==> run_1/congestion.png <==
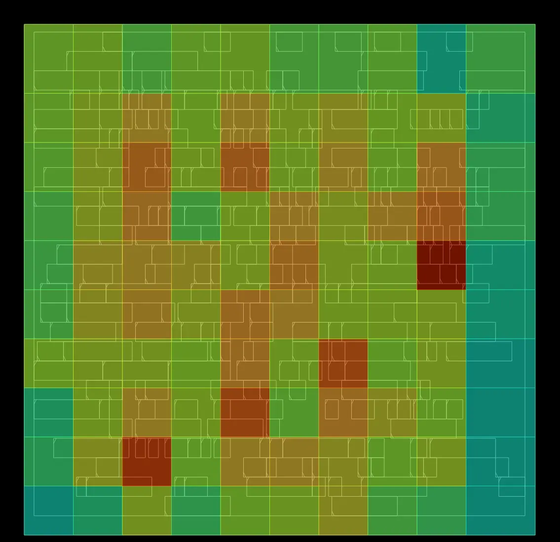
==> run_1/power_grid.png <==
Scale bar: 20 um. Pins as bars on the die edge. Tap cells in grey.
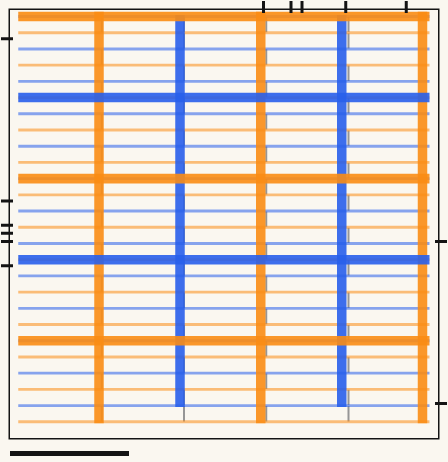
==> run_1/detail.png <==
Window x 41 to 66, y 5 to 30 um. Cells in grey, sequential cells in the stronger grey; small squares are vias.
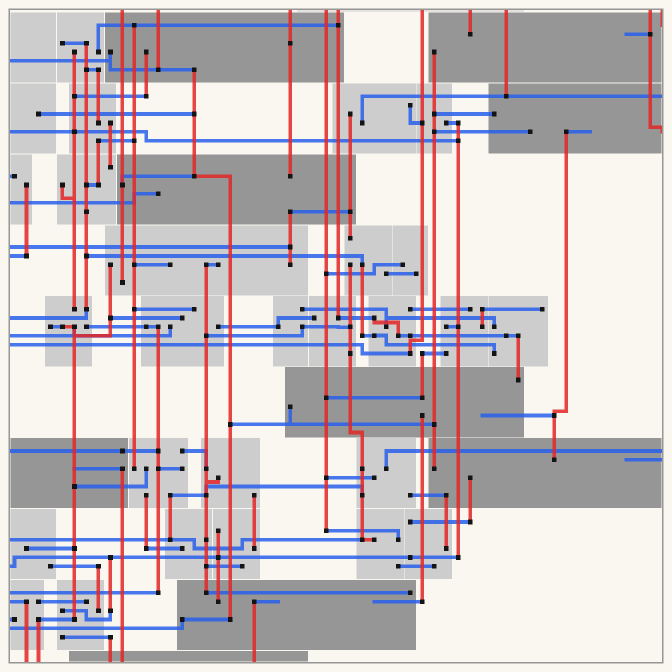
==> run_1/wires.png <==
Two of the layers only.
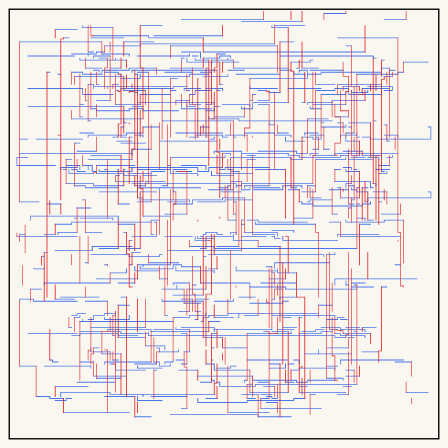
### config.mk
export PLATFORM = sky130hd
export DESIGN_NAME = de0ec8_rstgen
export DESIGN_NICKNAME = d
export VERILOG_FILES = /design/src/rtl/de0ec8_pkg.sv /design/src/rtl/de0ec8_sync2.sv /design/src/rtl/de0ec8_rstgen.sv
export SDC_FILE = /design/constraint.sdc
export NUM_CORES = 1
export LEC_CHECK = 0
export CAP_MARGIN = 20
export CORE_UTILIZATION = 48
export CTS_CLUSTER_SIZE = 8
export DETAILED_ROUTE_END_ITERATION = 12
export PLACE_DENSITY_LB_ADDON = 0.08
export SYNTH_ARGS = -nofsm -noshare
export SYNTH_HDL_FRONTEND = slang
export SYNTH_SLANG_ARGS = --single-unit
### constraint.sdc
create_clock -name CLK -period 2.17 [get_ports CLK]
set_input_delay 0.217 -clock CLK [delete_from_list [all_inputs] [get_ports CLK]]
set_output_delay 0.217 -clock CLK [all_outputs]
set_load 0.02 [all_outputs]
### src/rtl/de0ec8_pkg.sv
// Shared definitions for the de0ec8 reset sequencer: FSM state encoding
// and the bit positions of the reset-cause register.
package de0ec8_pkg;

  // Sequencer states; the encoding is fixed so it can be probed on a bus.
  typedef enum logic [1:0] {
    ST_HOLD    = 2'd0,
    ST_STRETCH = 2'd1,
    ST_RELEASE = 2'd2,
    ST_RUN     = 2'd3
  } state_t;

  // Bit indices inside RST_CAUSE.
  localparam int CAUSE_PLL  = 0;
  localparam int CAUSE_BTN  = 1;
  localparam int CAUSE_SOFT = 2;
  localparam int CAUSE_W    = 3;

endpackage

### src/rtl/de0ec8_sync2.sv
// Two-flop synchronizer for a single asynchronous level, with a selectable
// reset value so the synchronized signal starts in its "safe" state.
module de0ec8_sync2 #(
  parameter logic RST_VAL = 1'b0
) (
  input  logic CLK,
  input  logic RST_N,
  input  logic d,
  output logic q
);

  logic meta;

  // Two back-to-back flops; the first may go metastable, the second settles it.
  always_ff @(posedge CLK or negedge RST_N) begin
    if (!RST_N) begin
      meta <= RST_VAL;
      q    <= RST_VAL;
    end else begin
      meta <= d;
      q    <= meta;
    end
  end

endmodule

### src/rtl/de0ec8_rstgen.sv
// de0ec8 reset sequencer: waits for PLL lock, stretches the reset, then
// releases CH downstream resets one after another. PLL lock loss, a
// debounced push-button or a software request restart the sequence, and
// the reason for the last restart is kept in RST_CAUSE.
module de0ec8_rstgen
  import de0ec8_pkg::*;
#(
  parameter int CH       = 4,
  parameter int CNT_W    = 8,
  parameter int STRETCH  = 16,
  parameter int STAGE    = 16,
  parameter int DEB_W    = 16,
  parameter int SIM_FAST = 0
) (
  input  logic          CLK,
  input  logic          RST_N,
  input  logic          PLL_LOCKED,
  input  logic          BUTTON_N,
  input  logic          SOFT_RST,
  output logic [CH-1:0] RST_OUT_N,
  output logic          RST_DONE,
  output logic [2:0]    RST_CAUSE
);

  // Debounce length in cycles; the counter is one bit wider than DEB_W so
  // it can hold the full 2^DEB_W terminal value (and at least 4).
  localparam int DEB_LEN = (SIM_FAST != 0) ? 4 : (1 << DEB_W);
  localparam int DEB_CW  = (DEB_W + 1 > 3) ? DEB_W + 1 : 3;

  if (CH < 1 || CH > 8) begin : g_bad_ch
    $error("de0ec8_rstgen: CH must be in 1..8");
  end
  if (STRETCH < 1 || STRETCH >= (1 << CNT_W)) begin : g_bad_stretch
    $error("de0ec8_rstgen: STRETCH must be in 1..2^CNT_W-1");
  end
  if (STAGE < 1 || STAGE >= (1 << CNT_W)) begin : g_bad_stage
    $error("de0ec8_rstgen: STAGE must be in 1..2^CNT_W-1");
  end

  logic              lock_s;
  logic              btn_s;
  logic [DEB_CW-1:0] deb_cnt_q;
  logic              btn_press;
  logic              trigger;
  logic [CAUSE_W-1:0] cause_vec;

  state_t            state_q, state_nxt;
  logic [CNT_W-1:0]  cnt_q, cnt_nxt;
  logic [2:0]        ch_q, ch_nxt;
  logic [3:0]        ch_p1;
  logic [CH-1:0]     rst_out_n_q, rst_out_n_nxt;
  logic              rst_done_q, rst_done_nxt;
  logic [CAUSE_W-1:0] rst_cause_q, rst_cause_nxt;

  // Lock starts "not locked" and the button starts "released" out of reset.
  de0ec8_sync2 #(.RST_VAL(1'b0)) u_sync_lock (
    .CLK   (CLK),
    .RST_N (RST_N),
    .d     (PLL_LOCKED),
    .q     (lock_s)
  );

  de0ec8_sync2 #(.RST_VAL(1'b1)) u_sync_btn (
    .CLK   (CLK),
    .RST_N (RST_N),
    .d     (BUTTON_N),
    .q     (btn_s)
  );

  // Count how long the button has been held; saturate once it counts as a press.
  always_ff @(posedge CLK or negedge RST_N) begin
    if (!RST_N) begin
      deb_cnt_q <= '0;
    end else if (btn_s) begin
      deb_cnt_q <= '0;
    end else if (!btn_press) begin
      deb_cnt_q <= deb_cnt_q + DEB_CW'(1);
    end
  end

  assign btn_press = (deb_cnt_q == DEB_CW'(DEB_LEN));
  assign trigger   = !lock_s || btn_press || SOFT_RST;
  assign ch_p1     = {1'b0, ch_q} + 4'd1;

  // Collect every currently active restart reason into one cause word.
  always_comb begin
    cause_vec             = '0;
    cause_vec[CAUSE_PLL]  = !lock_s;
    cause_vec[CAUSE_BTN]  = btn_press;
    cause_vec[CAUSE_SOFT] = SOFT_RST;
  end

  // Sequencer state, counters and all registered outputs.
  always_ff @(posedge CLK or negedge RST_N) begin
    if (!RST_N) begin
      state_q     <= ST_HOLD;
      cnt_q       <= '0;
      ch_q        <= '0;
      rst_out_n_q <= '0;
      rst_done_q  <= 1'b0;
      rst_cause_q <= '0;
    end else begin
      state_q     <= state_nxt;
      cnt_q       <= cnt_nxt;
      ch_q        <= ch_nxt;
      rst_out_n_q <= rst_out_n_nxt;
      rst_done_q  <= rst_done_nxt;
      rst_cause_q <= rst_cause_nxt;
    end
  end

  // Next-state logic: a trigger outside HOLD always wins over stage progress.
  always_comb begin
    state_nxt     = state_q;
    cnt_nxt       = cnt_q;
    ch_nxt        = ch_q;
    rst_out_n_nxt = rst_out_n_q;
    rst_done_nxt  = rst_done_q;
    rst_cause_nxt = rst_cause_q;

    if (state_q != ST_HOLD && trigger) begin
      state_nxt     = ST_HOLD;
      cnt_nxt       = '0;
      ch_nxt        = '0;
      rst_out_n_nxt = '0;
      rst_done_nxt  = 1'b0;
      rst_cause_nxt = cause_vec;
    end else begin
      case (state_q)
        ST_HOLD: begin
          cnt_nxt       = '0;
          ch_nxt        = '0;
          rst_out_n_nxt = '0;
          rst_done_nxt  = 1'b0;
          if (lock_s && btn_s && !SOFT_RST) begin
            state_nxt = ST_STRETCH;
          end
        end
        ST_STRETCH: begin
          if (cnt_q == CNT_W'(STRETCH - 1)) begin
            cnt_nxt       = '0;
            ch_nxt        = '0;
            rst_out_n_nxt = CH'(1);
            if (CH == 1) begin
              state_nxt    = ST_RUN;
              rst_done_nxt = 1'b1;
            end else begin
              state_nxt = ST_RELEASE;
            end
          end else begin
            cnt_nxt = cnt_q + CNT_W'(1);
          end
        end
        ST_RELEASE: begin
          if (cnt_q == CNT_W'(STAGE - 1)) begin
            cnt_nxt       = '0;
            ch_nxt        = ch_p1[2:0];
            rst_out_n_nxt = rst_out_n_q | (CH'(1) << ch_p1);
            if (ch_p1 == 4'(CH - 1)) begin
              state_nxt    = ST_RUN;
              rst_done_nxt = 1'b1;
            end
          end else begin
            cnt_nxt = cnt_q + CNT_W'(1);
          end
        end
        ST_RUN: begin
          state_nxt = ST_RUN;
        end
        default: begin
          state_nxt = ST_HOLD;
        end
      endcase
    end
  end

  assign RST_OUT_N = rst_out_n_q;
  assign RST_DONE  = rst_done_q;
  assign RST_CAUSE = rst_cause_q;

endmodule

==> Slide: Implementation Results, run 1 <==
Physical Implementation Snapshot

Synth
  • Ys Warns: 0
  • Most frequent cells after synthesis: dfrtp_1, nand2_1, nor2_1
  • Synth top area cells: dfrtp_1, ha_1, nand2_1, o21ai_0, nor2_1
  • Synth logic family: simple AND/OR/NAND/NOR gates
  • Top cell type's share of synthesized area: 0.428
  • Asr flop ratio synth: 1.00
  • Post-Syn Area: 0.00234 mm2
  • Post-synth EDFFs: 0
  • Compound Share, Synth: 0.145
  • Unique cell types: 49
  • Area reported by Yosys stat: 0.00234 mm2
  • XOR Share, Synth: 0.0374
  • Mux frac, synth: 0.0134
  • Flops after synth: 42
  • Area leader, netlist: dfrtp_1
  • Syn nets: 258
  • Commonest flop: dfrtp_1

Finish
  • Share of cells above drive strength 1: 0.126
  • Area growth syn-to-layout: 17.2%
  • Finished Core Util: 0.585
  • ClkCell Share: 0.0520
  • Logic share of the area: 0.444
  • Most instantiated logic cells after routing: dfrtp_1, nand2_1, nor2_1, o21ai_0, a21oi_1
  • Sequential cell area: 0.00105 mm2
  • Fillers: 395
  • Dominant logic cell type in the layout: dfrtp_1
  • Layout Nets: 285
  • Clkbuf count: 6
  • Max reg flops: 17
  • Logic inverters: 10

Worst hold path
  • Class of the worst hold path: input port to flip-flop
  • Hold Path Sink: u_sync_btn.meta$_DFF_PN1_
  • Worst hold start: BUTTON_N
  • Worst hold path depth: 1

Power and ir drop
  • Pwr/cell area: 947 mW/mm2
  • Combinational share of power: 0.351
  • NetSw: 856 uW

Setup path
  • CP max stage delay: 0.50 ns
  • Crit path kind: flip-flop to flip-flop
  • Nature of the critical path endpoint: flip-flop
  • Worst-path fanout max: 10
  • Critical path depth in cells: 7
  • R2R depth: 7
  • CP delay by family, top: AND-OR/OR-AND gates
  • CP bufs+invs: 1
  • Worst Path Required: 2.40 ns

Final timing
  • FMAX: 496 MHz
  • Least-Margin Pin Slew: 0.609 ns
  • RSZ-0062 raised after global routing: false
  • Fin crit period: 2.02 ns
  • Setup WS post-layout: 0.155 ns
  • Final slew viol count: 0
  • Endpoints failing setup: 0
  • Hold WS: 0.329 ns

CTS
  • Setup bufs post-CTS: 0
  • CTS H-tree lvls: 2
  • Longest Clk Path Bufs: 2
  • CTS Buf Count: 5
  • Cts hold-fix bufs: 1

Floorplan
  • Tap Count: 54
  • Die ar.: 0.00516 mm2
  • Die height: 71.8 um
  • Ports: 13
  • Die width: 71.8 um

Run
  • Tool warnings: 34

Drt
  • Final ANT Viol Nets: 0
  • Wl on met1: 2.55 mm
  • Initial DRC Count: 45
  • Highest metal used: met4
  • Total Wirelength: 4.64 mm
  • First-pass iteration count of the detailed router: 4

Global routing
  • Gr busiest metal: met1
  • Antenna violations before repair: 0
  • Pin count of the biggest net entering global routing: 24
  • First-pass GRT wire length: 8.08 mm
  • Vias in the first global route: 1693
  • GRT overflow: 0

Placement
  • Routability Congestion: 0.788
  • Placed cell count: 314
  • IO buf count: 12

Status
  • Status: complete, no violations
-- congestion.png (at the start) --
gr usage total: 0.204
drt wl/cell: 14.4 um

-- power_grid.png (at the start) --
- VSS: orange
- VDD: blue
- met5 straps: 5
- tap cells: 54
- met1 rails: 26
- signal pins: 13

-- detail.png (at the start) --
- metal 2: red
- metal 1: blue
- most frequent: dfrtp_1 (7)
- netlist names of flops here include: deb_cnt_q (6), cnt_q (1)
- sequential cells in the window: 7
- cells with their middle in the window: 32

-- wires.png (at the start) --
- metal 1: blue (wire length 2550 um)
- metal 2: red (wire length 1900 um)

## Run 2: what changed since run 1
--- a/config.mk
+++ b/config.mk
@@ -6,7 +6,9 @@
 export NUM_CORES = 1
 export LEC_CHECK = 0
 export CAP_MARGIN = 20
-export CORE_UTILIZATION = 48
+export CELL_PAD_IN_SITES_DETAIL_PLACEMENT = 1
+export CELL_PAD_IN_SITES_GLOBAL_PLACEMENT = 1
+export CORE_UTILIZATION = 46
 export CTS_CLUSTER_SIZE = 8
 export DETAILED_ROUTE_END_ITERATION = 12
 export PLACE_DENSITY_LB_ADDON = 0.08
==> constraint.sdc (replaced) <==
create_clock -name CLK -period 2.3 [get_ports CLK]
set_input_delay 0.23 -clock CLK [delete_from_list [all_inputs] [get_ports CLK]]
set_output_delay 0.23 -clock CLK [all_outputs]
set_load 0.02 [all_outputs]
==> Slide: Implementation Results, run 2 <==
Physical Implementation Snapshot

Synth
  • Compound Share, Synth: 0.145
  • Most frequent cells after synthesis: dfrtp_1, nand2_1, nor2_1
  • Commonest flop: dfrtp_1
  • Asr flop ratio synth: 1.00
  • Post-synth EDFFs: 0
  • Flops after synth: 42
  • Mux frac, synth: 0.0134
  • Synth top area cells: dfrtp_1, ha_1, nand2_1, o21ai_0, nor2_1
  • Area reported by Yosys stat: 0.00234 mm2
  • XOR Share, Synth: 0.0374

Finish
  • Max reg flops: 17
  • Logic share of the area: 0.460
  • Most instantiated logic cells after routing: dfrtp_1, nand2_1, nor2_1, o21ai_0, a21oi_1
  • Logic inverters: 10
  • Clkbuf count: 6
  • Fillers: 566
  • Sequential cell area: 0.00105 mm2
  • Layout Nets: 279
  • Dominant logic cell type in the layout: dfrtp_1

Final timing
  • Final Hold Fails: 2
  • Final slew viol count: 0
  • FMAX: 471 MHz
  • Hold WS: -0.00278 ns
  • Fin crit period: 2.12 ns

Placement
  • Routability Congestion: 0.784
  • Placed cell count: 322
  • IO buf count: 12

Drt
  • Total Wirelength: 5.29 mm
  • Highest metal used: met4
  • Wl on met1: 2.67 mm
  • Drt wl/cell: 16.0 um
  • Initial DRC Count: 42
  • Final ANT Viol Nets: 0
  • First-pass iteration count of the detailed router: 4

Floorplan
  • Ports: 13
  • Tap Count: 67
  • Die ar.: 0.00538 mm2
  • Die height: 73.3 um

Setup path
  • R2R depth: 7
  • Critical path depth in cells: 7
  • Crit path kind: flip-flop to flip-flop
  • CP max stage delay: 0.47 ns
  • Nature of the critical path endpoint: flip-flop
  • CP delay by family, top: AND-OR/OR-AND gates
  • CP bufs+invs: 1

Power and ir drop
  • Pwr/cell area: 847 mW/mm2
  • NetSw: 853 uW

Global routing
  • Pin count of the biggest net entering global routing: 43
  • Gr busiest metal: met2
  • Vias in the first global route: 1934
  • First-pass GRT wire length: 9.32 mm
  • Antenna violations before repair: 0
  • Gr usage total: 0.229

CTS
  • Longest Clk Path Bufs: 2
  • CTS H-tree lvls: 2
  • CTS Buf Count: 5

Worst hold path
  • Class of the worst hold path: input port to async pin

Run
  • Tool warnings: 34

Status
  • Status: complete, but fails checks
  • Violated checks: negative hold slack
==> run_2/detail.png <==
Window x 42 to 67, y 6 to 31 um. Cells in grey, sequential cells in the stronger grey; small squares are vias.
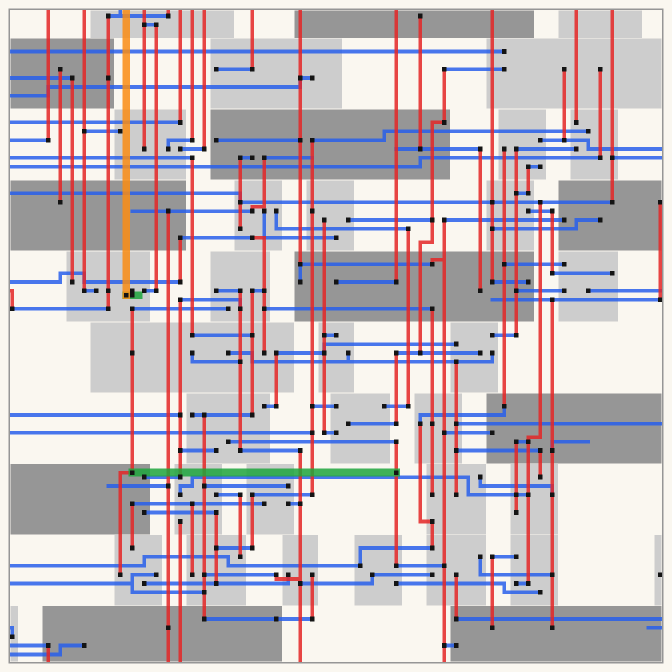
- metal 2: red
- metal 3: green
- metal 4: orange
- metal 1: blue
- most frequent: dfrtp_1 (7)
- cells with their middle in the window: 34
- sequential cells in the window: 7
- netlist names of flops here include: deb_cnt_q (6), RST_OUT_N (1)

==> run_2/wires.png <==
Two of the layers only.
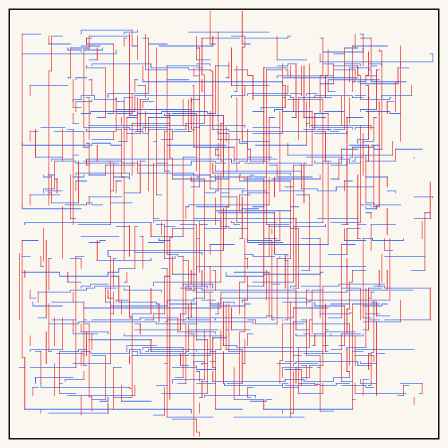
- metal 2: red (wire length 2480 um)
- metal 1: blue (wire length 2670 um)

==> run_2/congestion.png <==
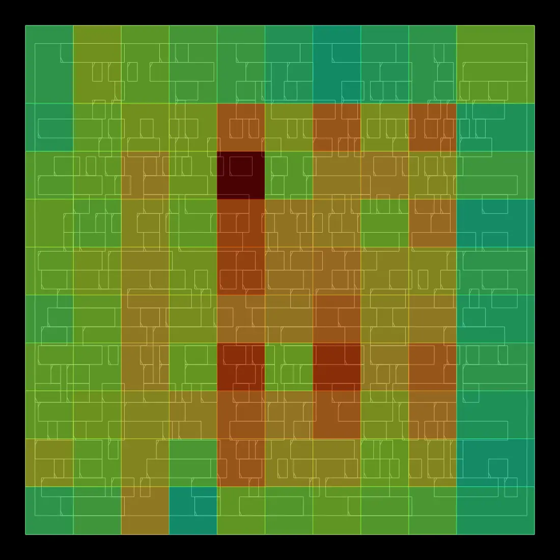
Finished Core Util: 0.555
met3 Usage GRT: 0.0439

Power is estimated from default activity; no workload was simulated.
